===== src/rtl/ctrl_types_pkg.sv =====
// Control-path types for the MEM-stage access unit: FSM states and store-width codes.
// Pure type definitions; no latency, no flow control.
// Store-width codes follow the RISC-V funct3 field of sb/sh/sw.
package ctrl_types;

    typedef enum logic [1:0] {
        IDLE = 2'd0,
        BUSY = 2'd1,
        DONE = 2'd2
    } mau_state_t;

    localparam logic [2:0] ST_BYTE = 3'b000;
    localparam logic [2:0] ST_HALF = 3'b001;
    localparam logic [2:0] ST_WORD = 3'b010;

    // Byte enables for a store; unknown widths fall back to a full word.
    function automatic logic [3:0] store_mbe(input logic [2:0] funct3, input logic [1:0] a);
        case (funct3)
            ST_BYTE: store_mbe = 4'b0001 << a;
            ST_HALF: store_mbe = a[1] ? 4'b1100 : 4'b0011;
            default: store_mbe = 4'b1111;
        endcase
    endfunction

endpackage


===== src/rtl/dcachemux_pkg.sv =====
// Load-data mux select encodings shared by the MEM stage and the regfile writeback mux.
// Pure type definitions; no latency, no flow control.
// Consumers import dcachemux::* to decode lw/lh/lhu/lb/lbu.
package dcachemux;

    typedef enum logic [2:0] {
        LW  = 3'd0,
        LH  = 3'd1,
        LHU = 3'd2,
        LB  = 3'd3,
        LBU = 3'd4
    } dcachemux_sel_t;

endpackage


===== src/rtl/mem_load_align.sv =====
// Load aligner: selects byte/half lane from a returned word and sign/zero-extends it.
// Latency: purely combinational, zero cycles.
// Backpressure: none; output follows inputs.
module mem_load_align
    import dcachemux::*;
(
    input  logic [31:0]    rdata,
    input  dcachemux_sel_t sel,
    input  logic [1:0]     addr_lo,
    output logic [31:0]    rdata_o
);

    logic [7:0]  byte_v;
    logic [15:0] half_v;

    always_comb begin
        case (addr_lo)
            2'd0:    byte_v = rdata[7:0];
            2'd1:    byte_v = rdata[15:8];
            2'd2:    byte_v = rdata[23:16];
            default: byte_v = rdata[31:24];
        endcase
        half_v = addr_lo[1] ? rdata[31:16] : rdata[15:0];

        case (sel)
            LB:      rdata_o = {{24{byte_v[7]}}, byte_v};
            LBU:     rdata_o = {24'd0, byte_v};
            LH:      rdata_o = {{16{half_v[15]}}, half_v};
            LHU:     rdata_o = {16'd0, half_v};
            default: rdata_o = rdata;
        endcase
    end

endmodule


===== src/rtl/mem_access_unit.sv =====
// MEM-stage data-memory access unit (optional MEM_MISALIGN_TRAP_EN adds misaligned_o trap path).
// Latency: request edge N, dcache request from N+1, result pulse one cycle after dcache_resp.
// Backpressure: stall_o holds upstream from request acceptance until the DONE cycle.
module mem_access_unit
    import ctrl_types::*;
    import dcachemux::*;
#(
    parameter int ADDR_W = 32,
    parameter int DATA_W = 32
) (
    input  logic              clk,
    input  logic              rst,
    input  logic              valid_i,
    input  logic              dcache_read_i,
    input  logic              dcache_write_i,
    input  dcachemux_sel_t    rdata_sel_i,
    input  logic [2:0]        funct3_i,
    input  logic [ADDR_W-1:0] addr_i,
    input  logic [DATA_W-1:0] wdata_i,
    output logic              stall_o,
    output logic [DATA_W-1:0] rdata_o,
    output logic              rdata_valid_o,
`ifdef MEM_MISALIGN_TRAP_EN
    output logic              misaligned_o,
`endif
    output logic              dcache_read,
    output logic              dcache_write,
    output logic [ADDR_W-1:0] dcache_addr,
    output logic [DATA_W-1:0] dcache_wdata,
    output logic [3:0]        dcache_mbe,
    input  logic [DATA_W-1:0] dcache_rdata,
    input  logic              dcache_resp
);

    mau_state_t     state, state_n;
    logic           req;
    logic           rd_q, wr_q;
    logic [ADDR_W-1:0] addr_q;
    logic [DATA_W-1:0] wdata_q, rdata_q, load_data;
    dcachemux_sel_t sel_q;
    logic [2:0]     funct3_q;
    logic           misalign;

    assign req = valid_i & (dcache_read_i | dcache_write_i);

`ifdef MEM_MISALIGN_TRAP_EN
    logic is_half, is_word, mis_q;

    always_comb begin
        if (dcache_read_i) begin
            is_half = (rdata_sel_i == LH) || (rdata_sel_i == LHU);
            is_word = (rdata_sel_i == LW);
        end else begin
            is_half = (funct3_i == ST_HALF);
            is_word = (funct3_i != ST_HALF) && (funct3_i != ST_BYTE);
        end
        misalign = (is_half & addr_i[0]) | (is_word & (|addr_i[1:0]));
    end

    always_ff @(posedge clk) begin
        if (rst)
            mis_q <= 1'b0;
        else if (state == IDLE && req)
            mis_q <= misalign;
    end

    assign misaligned_o = (state == DONE) & mis_q;
`else
    assign misalign = 1'b0;
`endif

    always_comb begin
        state_n = state;
        case (state)
            IDLE:    if (req) state_n = misalign ? DONE : BUSY;
            BUSY:    if (dcache_resp) state_n = DONE;
            default: state_n = IDLE;
        endcase
    end

    mem_load_align u_align (
        .rdata   (dcache_rdata),
        .sel     (sel_q),
        .addr_lo (addr_q[1:0]),
        .rdata_o (load_data)
    );

    always_ff @(posedge clk) begin
        if (rst) begin
            state    <= IDLE;
            rd_q     <= 1'b0;
            wr_q     <= 1'b0;
            addr_q   <= '0;
            wdata_q  <= '0;
            sel_q    <= LW;
            funct3_q <= ST_WORD;
            rdata_q  <= '0;
        end else begin
            state <= state_n;
            if (state == IDLE && req) begin
                // A simultaneous read+write is resolved as a plain load.
                rd_q     <= dcache_read_i;
                wr_q     <= dcache_write_i & ~dcache_read_i;
                addr_q   <= addr_i;
                wdata_q  <= wdata_i;
                sel_q    <= rdata_sel_i;
                funct3_q <= funct3_i;
                rdata_q  <= '0;
            end
            if (state == BUSY && dcache_resp && rd_q)
                rdata_q <= load_data;
        end
    end

    always_comb begin
        stall_o       = (state == BUSY) || (state == IDLE && req);
        rdata_valid_o = (state == DONE);
        rdata_o       = (state == DONE) ? rdata_q : '0;
        dcache_read   = (state == BUSY) & rd_q;
        dcache_write  = (state == BUSY) & wr_q;
        dcache_addr   = '0;
        dcache_wdata  = '0;
        dcache_mbe    = 4'b0000;
        if (state == BUSY) begin
            dcache_addr = {addr_q[ADDR_W-1:2], 2'b00};
            if (wr_q) begin
                dcache_mbe = store_mbe(funct3_q, addr_q[1:0]);
                case (funct3_q)
                    ST_BYTE: dcache_wdata = {4{wdata_q[7:0]}};
                    ST_HALF: dcache_wdata = {2{wdata_q[15:0]}};
                    default: dcache_wdata = wdata_q;
                endcase
            end
        end
    end

endmodule


===== config.mk =====
export PLATFORM = sky130hd
export DESIGN_NAME = mem_access_unit
export DESIGN_NICKNAME = d
export VERILOG_FILES = /design/src/rtl/ctrl_types_pkg.sv /design/src/rtl/dcachemux_pkg.sv /design/src/rtl/mem_load_align.sv /design/src/rtl/mem_access_unit.sv
export SDC_FILE = /design/constraint.sdc
export NUM_CORES = 1
export LEC_CHECK = 0
export ABC_AREA = 1
export CORE_MARGIN = 8
export CORE_UTILIZATION = 48
export DETAILED_ROUTE_END_ITERATION = 8
export GPL_TIMING_DRIVEN = 1
export PLACE_DENSITY = 0.93
export SLEW_MARGIN = 10
export SYNTH_ARGS = -nofsm -noshare
export SYNTH_HDL_FRONTEND = slang
export SYNTH_SLANG_ARGS = --single-unit

===== constraint.sdc =====
create_clock -name clk -period 3.1 [get_ports clk]
set_input_delay 0.775 -clock clk [delete_from_list [all_inputs] [get_ports clk]]
set_output_delay 0.775 -clock clk [all_outputs]
set_load 0.1 [all_outputs]

==> impl_metrics.toml <==
# yosys + openroad results
[drt]
detail_route.first_pass.iterations = 5
drt_wl_total_mm = 20.1
vias = 6476

[synth]
synth_area_per_cell_um2 = 6.39
yosysWarnings = 0
synth_area_um2 = 5620
ys_area_um2 = 5620

[power]
power.total_uw = 3520
internal-power_uw = 2380
seqPwrFrac = 0.425
p_sw_frac = 0.323
combinationalPowerShare = 0.252

[finish]
multiInputGateArea_um2 = 2810
fin_area_um2 = 8690
fin_cells = 1209
nets = 1168
final_cell_mix = "169 x nand2_1, 139 x a21oi_1, 135 x inv_1"
fillCellCount = 827

[cts]
cts_buffer_depth = 2
cts_tree = "done"
clk_pin_slew_ns = 0.07
cts_resized = 1

[placement]
gp_congestion = 0.923
numPortBuffers = 209
pre_cts_slack_ns = 0.261
dp_hpwl_mm = 14.9

[global_routing]
grt_pass1_wl_mm = 30.8
antenna_found_initial = 1
grt_remaining_overflow = 0
grt_use_total = 0.253

[sta]
finalHoldViolCount = 0
worst_slew_margin_rel = 0.585
slew_violations = 0
setup_tns_ns = 0
max_freq_ghz = 0.344

[critical_path]
arrival_ns = 2.13
rr_worst_depth = 9
r2r_setup_slack_ns = 1.22
critPathCaptureType = "output pin"
worstSetupPathType = "flip-flop to output pin"

[run]
warnings = 27

[status]
status = "complete, no violations"
-- worst max-delay path, stage by stage (launching register included) --
cell and delay, ns:
dfxtp_1 0.42, inv_2 0.08, nor2_4 0.12, nand2_2 0.16, inv_1 0.12, buf_4 0.18
o21ai_0 0.18, nor2_1 0.29, buf_12 0.22
-- Yosys cell counts --
| library cell | instances | area (um^2) |
|---|---|---|
| nor3_1 | 1 | 5.00 |
| clkinv_1 | 2 | 7.51 |
| a21oi_1 | 151 | 756 |
| nand4_1 | 1 | 6.26 |
| dlygate4sd1_1 | 1 | 8.76 |
| dfxtp_1 | 106 | 2120 |
| nand3_4 | 1 | 17.5 |
| clkbuf_1 | 29 | 109 |
| o221ai_1 | 1 | 8.76 |
| o21ai_0 | 89 | 445 |
| o22ai_1 | 7 | 43.8 |
| nand2_2 | 7 | 43.8 |
| or2_0 | 1 | 6.26 |
| nand2_1 | 170 | 638 |
| nor2_4 | 3 | 33.8 |
| inv_2 | 4 | 15.0 |
| a21oi_2 | 10 | 87.6 |
| buf_2 | 18 | 90.1 |
| nor2_2 | 1 | 6.26 |
| buf_6 | 3 | 33.8 |
| nand2_4 | 2 | 22.5 |
| nand3_1 | 29 | 145 |
| inv_1 | 136 | 510 |
| buf_12 | 1 | 20.0 |
| nor2_8 | 1 | 20.0 |
| buf_4 | 4 | 30.0 |
| nor2_1 | 97 | 364 |
| inv_4 | 2 | 12.5 |
| or2_2 | 1 | 6.26 |
| conb_1 | 1 | 3.75 |
-- cells by family (layout without fill, tap and decap cells) --
group	Yosys count	in the layout	synth area share
DFF	106	106	0.378
buffers and inverters	200	384	0.149
and+or+nand+nor	315	315	0.234
other	1	3	0.000667
AOI/OAI and AO/OA	258	258	0.239
-- layout make-up --
cell class,count,area share
antenna,1,0.000288
clock buffer,10,0.0263
clock inverter,6,0.00748
inverter,144,0.0627
multi-input combinational,575,0.323
sequential,106,0.244
tap,143,0.0206
timing repair buffer,224,0.316
-- path summary, 6_finish.rpt --
check,startpoint,endpoint
min,addr_q[9]$_SDFFE_PP0P_,addr_q[9]$_SDFFE_PP0P_
max,state[0]$_SDFFE_PP0P_,dcache_wdata[25]
min reg2reg,addr_q[9]$_SDFFE_PP0P_,addr_q[9]$_SDFFE_PP0P_
max reg2reg,state[0]$_SDFFE_PP0P_,rdata_q[14]$_SDFFE_PP0P_
-- stage by stage --
step           hold WS [ns]  utilization
2_1_floorplan         0.430            -
3_5_place_dp          0.446        0.735
3_3_place_gp          0.440        0.735
4_1_cts               0.457        0.761
6_report              0.453        0.761
5_1_grt               0.478        0.761
-- sequential cells by signal, summed over array words and instances (netlist names) --
register and flops:
addr_q 32, wr_q 1, funct3_q 3, sel_q 3, state 2, rd_q 1
wdata_q 32, rdata_q 32
-- power groups by stage --
stage	clock [uW]	sequential [uW]	combinational (uW)
6_report	1140	1490	885
5_1_grt	1220	1500	953
4_1_cts	1150	1490	873
3_5_place_dp	0	1520	866
3_3_place_gp	0	1520	844
2_1_floorplan	0	1500	598
-- per-layer routing --
metal	vias up	share of wire
met5	-	0
met1	2920	0.37
met4	0	0.033
met2	375	0.48
li1	3127	-
met3	54	0.12
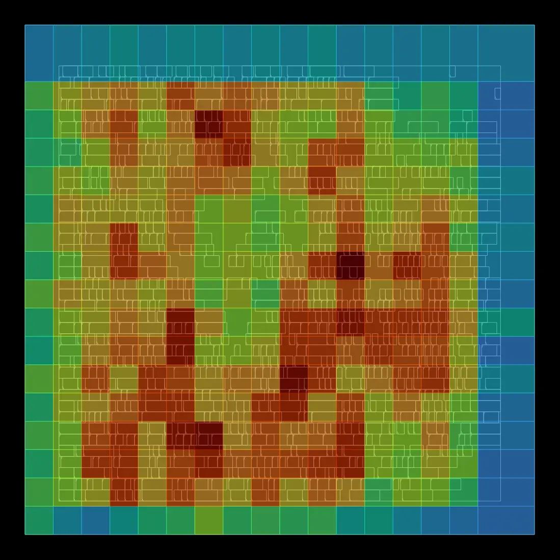
(images/congestion.png)
final core utilization: 0.761
most used routing layer: met2
WL/cell: 16.6 um

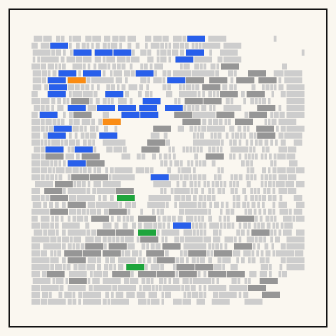
(images/flops_by_reg.png)
Other sequential cells in the stronger gray, the rest of the logic in the fainter gray.
| signal | color | placed flops |
|---|---|---|
| addr_q | blue | 32 |
| funct3_q | green | 3 |
| state | orange | 2 |
not colored: 69
FF/Latch Area: 2120 um^2
Seq. pwr: 1490 uW

Power figures rest on the tool's default switching activity, not on a simulated workload.
